==> src/rtl/seq_det_scheduler.sv <==
// Round-robin scheduler that time-shares one serial Mealy '101' detector.
// Each granted word is shifted MSB-first after a detector clear; hits are counted.
module seq_det_scheduler #(
   parameter int NREQ   = 4,
   parameter int WORD_W = 8,
   parameter int CNT_W  = 4
) (
   input  logic                     clk,
   input  logic                     rst,
   input  logic [NREQ-1:0]          req,
   input  logic [NREQ*WORD_W-1:0]   data,
   output logic [NREQ-1:0]          ack,
   output logic                     busy,
   output logic                     done,
   output logic [$clog2(NREQ)-1:0]  done_id,
   output logic [CNT_W-1:0]         hit_cnt,
   output logic                     det_x,
   output logic                     det_rst,
   input  logic                     det_z
);

   localparam int IW = $clog2(NREQ);
   localparam int BW = $clog2(WORD_W);
   localparam logic [CNT_W-1:0] CNT_MAX = '1;

   typedef enum logic [1:0] {IDLE, CLR, SHIFT, DONE} state_t;

   state_t            state;
   logic [IW-1:0]     last;
   logic [IW-1:0]     gnt;
   logic [WORD_W-1:0] shreg;
   logic [BW-1:0]     bitcnt;

   logic              win_found;
   logic [IW-1:0]     win_idx;
   logic [IW-1:0]     cand;
   int                pos;

   // Scan starts one past the last winner, wrapping at NREQ.
   always_comb begin
      win_found = 1'b0;
      win_idx   = '0;
      cand      = '0;
      pos       = 0;
      for (int i = 0; i < NREQ; i++) begin
         pos = int'(last) + 1 + i;
         if (pos >= NREQ) pos = pos - NREQ;
         cand = IW'(pos);
         if (!win_found && req[cand]) begin
            win_found = 1'b1;
            win_idx   = cand;
         end
      end
   end

   always_ff @(posedge clk or posedge rst) begin
      if (rst) begin
         state   <= IDLE;
         last    <= IW'(NREQ - 1);
         gnt     <= '0;
         shreg   <= '0;
         bitcnt  <= '0;
         hit_cnt <= '0;
         ack     <= '0;
         done    <= 1'b0;
         done_id <= '0;
      end else begin
         ack  <= '0;
         done <= 1'b0;
         unique case (state)
            IDLE: begin
               if (win_found) begin
                  shreg   <= data[win_idx*WORD_W +: WORD_W];
                  gnt     <= win_idx;
                  last    <= win_idx;
                  hit_cnt <= '0;
                  state   <= CLR;
               end
            end
            CLR: begin
               bitcnt <= BW'(WORD_W - 1);
               state  <= SHIFT;
            end
            SHIFT: begin
               if (det_z && hit_cnt != CNT_MAX)
                  hit_cnt <= hit_cnt + 1'b1;
               shreg <= {shreg[WORD_W-2:0], 1'b0};
               if (bitcnt == '0) begin
                  state      <= DONE;
                  done       <= 1'b1;
                  ack[gnt]   <= 1'b1;
                  done_id    <= gnt;
               end else begin
                  bitcnt <= bitcnt - 1'b1;
               end
            end
            DONE: state <= IDLE;
         endcase
      end
   end

   assign busy    = (state != IDLE);
   assign det_x   = (state == SHIFT) && shreg[WORD_W-1];
   assign det_rst = rst || (state == CLR);

endmodule

==> config.mk <==
export PLATFORM = sky130hd
export DESIGN_NAME = seq_det_scheduler
export DESIGN_NICKNAME = d
export VERILOG_FILES = /design/src/rtl/seq_det_scheduler.sv
export SDC_FILE = /design/constraint.sdc
export NUM_CORES = 1
export LEC_CHECK = 0
export ABC_AREA = 0
export CORE_UTILIZATION = 45
export CTS_CLUSTER_SIZE = 20
export DETAILED_ROUTE_END_ITERATION = 8
export PLACE_DENSITY = 0.79
export SLEW_MARGIN = 20
export SYNTH_ARGS = -nofsm -noshare
export SYNTH_HDL_FRONTEND = slang
export SYNTH_SLANG_ARGS = --single-unit
==> constraint.sdc <==
create_clock -name clk -period 2.37 [get_ports clk]
set_input_delay 0.474 -clock clk [delete_from_list [all_inputs] [get_ports clk]]
set_output_delay 0.474 -clock clk [all_outputs]
set_load 0.03 [all_outputs]
==> out/qor.yml, run 1 <==
cts_buffer_depth: 2
criticalPathCategory: "primary input to flop"
timing.slew.headroom: 0.5346
detail-route-antenna-nets: 0
ys.flop_type: "dfrtp_1"
post_cts_buffers: 0
wire_per_inst_um: 14.65
seqPwrFrac: 0.286
synth_flops: 28
grt_pass1_wl_um: 7638
tns_ns: 0
p_leak_uw: 0.001157
grt_pass1_vias: 1666
adder_share: 0.04167
drcViolationCount: 0
drt_iter0_drc: 97
rrSetupSlack_ns: 0.32
pg_seq_uw: 779
crit_required_ns: 2.54
period_minus_slack_ns: 2.236
grt-ovfl-total: 0
tightest_slew_ns: 0.6958
preCtsSetupSlack_ns: -0.1464
cap_violations: 0
pg_comb_uw: 1570
ys_sh_simple: 0.2347
fin_ws_ns: 0.1337
worst_clock_skew_ns: 0.01114
seq_area_um2: 703.2
seq_cell_count: 28
setup_violations: 0
power.density_mw_per_mm2: 1062
logic_family: "simple AND/OR/NAND/NOR gates"
dpl.hpwl_um: 3407
globalplace.congestion: 0.8236
rsz0062_at_grt: "false"
hold_viol: 0
p_int_uw: 1565
grt_start_max_net_pins: 37
status: "finished, final reports clean"
==> run 1: flip-flops by register name (all words and copies together) (netlist names), 2 cells and up <==
signal	flops
ack	4
bitcnt	3
done_id	2
state	2
gnt	2
shreg	8
last	2
hit_cnt	4
==> run 1: kinds of logic after synthesis <==
group	count (synthesis)
flip-flops	28
AND-OR/OR-AND	43
multiplexers	11
adder cells (fa/ha/maj)	6
XOR/XNOR	3
buffers and inverters	26
AND/OR/NAND/NOR	83
==> run 1: cell usage after synthesis, drive strengths merged, types with 3 or more instances <==
cell / count / area [µm²]
nor3: 4 / 31.28
a311oi: 14 / 122.6
mux2i: 10 / 100.1
nor4: 15 / 93.84
nor2b: 3 / 21.27
inv: 20 / 75.07
a21oi: 4 / 31.28
nor2: 22 / 82.58
o21ai: 12 / 60.06
clkbuf: 4 / 15.01
a21o: 4 / 31.28
dfrtp: 26 / 650.6
nand2: 21 / 78.83
ha: 6 / 75.07
nand2b: 8 / 50.05
==> run 1: layer usage <==
| layer | track usage | up-vias | part of all wire |
|---|---|---|---|
| li1 | - | 854 | - |
| met1 | 0.3227 | 831 | 0.48 |
| met2 | 0.3673 | 43 | 0.47 |
| met3 | 0.03819 | 4 | 0.043 |
| met4 | 0.05707 | 0 | 0.0086 |
| met5 | 0 | - | 0 |
==> run 1: worst min path at each step <==
stage,from,end,slack (ns),cells past startpoint
floorplan,gnt[1],ack[1],0.45,1
global placement,done_id[0],done_id[0],0.46,2
detailed placement,done_id[0],done_id[0],0.47,2
CTS,done_id[0],done_id[0],0.49,2
global route,last[0],last[0],0.52,2
finish,done_id[0],done_id[0],0.48,2
==> run 1: critical path, stage by stage <==
cell and delay (ns):
clkdlybuf4s50_1 0.46, buf_4 0.16, or2b_1 0.20, a21oi_4 0.08, nor3_4 0.54, mux2i_1 0.16
a311oi_1 0.32
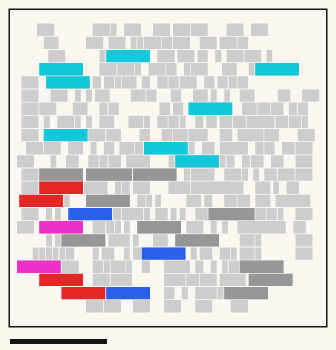
Figure 1: run 1, where the registers sit.
The bar under the picture is 20 µm long. Other sequential cells in the stronger gray, the rest of the logic in the fainter gray.
legend:
  ack:
    color: red
    placed_flops: 4
  shreg:
    color: cyan
    placed_flops: 8
  done_id:
    color: magenta
    placed_flops: 2
  bitcnt:
    color: blue
    placed_flops: 3
not colored: 11

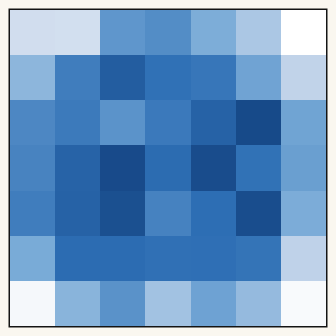
Figure 2: run 1, cell density map.
7 x 7 tiles, from white (low) to dark blue (high), 0 to 100% covered.
tiles over 75% full: 27%
mean over tiles: 59%
fullest tile: 90%
emptiest ninth of the die: top right
nearly empty tiles: 2.0%

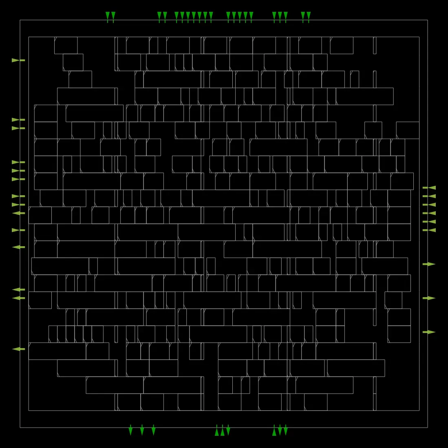
Figure 3: run 1, cell outlines without signal wires.
fin util: 0.6865
# fillers: 340
Site Rows: 22
Core Footprint: 0.003744 mm²

==> inputs of run 2 (changes only) <==
--- a/config.mk
+++ b/config.mk
@@ -9,6 +9,8 @@
 export CORE_UTILIZATION = 45
 export CTS_CLUSTER_SIZE = 20
 export DETAILED_ROUTE_END_ITERATION = 8
+export GPL_ROUTABILITY_DRIVEN = 0
+export GPL_TIMING_DRIVEN = 1
 export PLACE_DENSITY = 0.79
 export SLEW_MARGIN = 20
 export SYNTH_ARGS = -nofsm -noshare
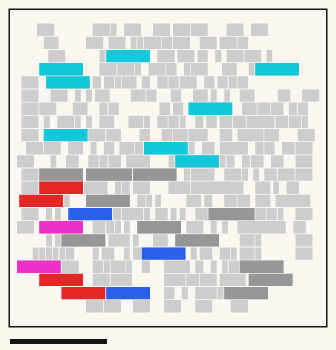
Figure 4: run 2, where the registers sit.
The bar under the picture is 20 µm long. Other sequential cells in the stronger gray, the rest of the logic in the fainter gray.
legend:
  done_id:
    color: magenta
    placed_flops: 2
  bitcnt:
    color: blue
    placed_flops: 3
  ack:
    color: red
    placed_flops: 4
  shreg:
    color: cyan
    placed_flops: 8
not colored: 11

==> out/qor.yml, run 2 <==
top_cell_area_share: 0.3611  # unchanged
grt_use_met2: 0.3673  # unchanged
setup_violations: 0  # unchanged
status: "finished, final reports clean"  # unchanged
cp_top_family: "simple AND/OR/NAND/NOR gates"  # unchanged
path_buffers: 2  # unchanged
critPathSlowestCell: "nor3_4"  # unchanged
timing.slew.headroom: 0.5346  # unchanged
post_cts_buffers: 0  # unchanged
yosys-top-cells-count: "dfrtp_1, nor2_1, nand2_1, inv_1, nor4_1"  # unchanged
wire_per_inst_um: 14.65  # unchanged
preCtsSetupSlack_ns: -0.1464  # unchanged
wl_met3_um: 200  # unchanged
grt_pass1_wl_um: 7638  # unchanged
rsz0062_at_grt: "false"  # unchanged
met3_usage: 0.03819  # unchanged
grt_pass1_vias: 1666  # unchanged
synth_flops: 28  # unchanged
reg.largest.list: "shreg x8, ack x4, hit_cnt x4"  # unchanged
topCellsByArea: "dfrtp_1, a311oi_1, mux2i_1, nor4_1, nor2_1"  # unchanged
synth_top_cell_by_area: "dfrtp_1"  # unchanged
grt_busiest_layer: "met2"  # unchanged
cpPeakStageDelay_ns: 0.54  # about the same
seqPwrFrac: 0.286  # about the same
drt_iter0_drc: 97  # unchanged
seq_area_um2: 703.2  # unchanged
post-synth-top-count-cell: "dfrtp_1"  # unchanged
coreArea_mm2: 0.003744  # unchanged
grt_start_max_net_pins: 37  # unchanged
cts_buffer_depth: 2  # unchanged
wl_met2_um: 2179  # unchanged
## run 2: area by class of cell
type                       instances  share of cell area
multi-input combinational        146              0.3861
sequential                        28              0.2736
timing repair buffer              70              0.2600
clock inverter                     1             0.01168
inverter                          20             0.02921
clock buffer                       3             0.01607
tap                               48             0.02337
## run 2: worst register-to-register path, cell delays in order (launching register included)
cell	delay (ns)
dfstp_2	0.57
nor2b_1	0.07
o21a_4	0.23
nor3_4	0.58
mux2i_1	0.17
a311oi_1	0.32
## run 2: kinds of logic (layout without fill, tap and decap cells)
| family | count (synthesis) | in the layout | synth area share |
|---|---|---|---|
| AND/OR/NAND/NOR | 83 | 83 | 0.2347 |
| AND-OR/OR-AND | 43 | 43 | 0.1965 |
| flip-flops | 28 | 28 | 0.3903 |
| buffers and inverters | 26 | 94 | 0.06041 |
| multiplexers | 11 | 11 | 0.06181 |
| adder cells (fa/ha/maj) | 6 | 6 | 0.04167 |
| XOR/XNOR | 3 | 3 | 0.01459 |
## run 2: final timing paths
| check | cells after the start | to | slack [ns] |
|---|---|---|---|
| max | 7 | shreg[6] | 0.13 |
| min | 2 | done_id[0] | 0.48 |
| max reg2reg | 5 | shreg[6] | 0.32 |
| min reg2reg | 2 | done_id[0] | 0.48 |
| max in group asynchronous | 3 | last[1] | 1.48 |
| min in group asynchronous | 3 | hit_cnt[0] | 0.57 |
## run 2: power by group through the flow
stage / clock (µW) / sequential, µW / combinational [µW]
2_1_floorplan: 0 / 780 / 1050
3_3_place_gp: 0 / 780 / 1480
3_5_place_dp: 0 / 785 / 1540
4_1_cts: 387 / 776 / 1550
5_1_grt: 412 / 797 / 1730
6_report: 382 / 779 / 1570
Power and IR drop assume default switching activity.
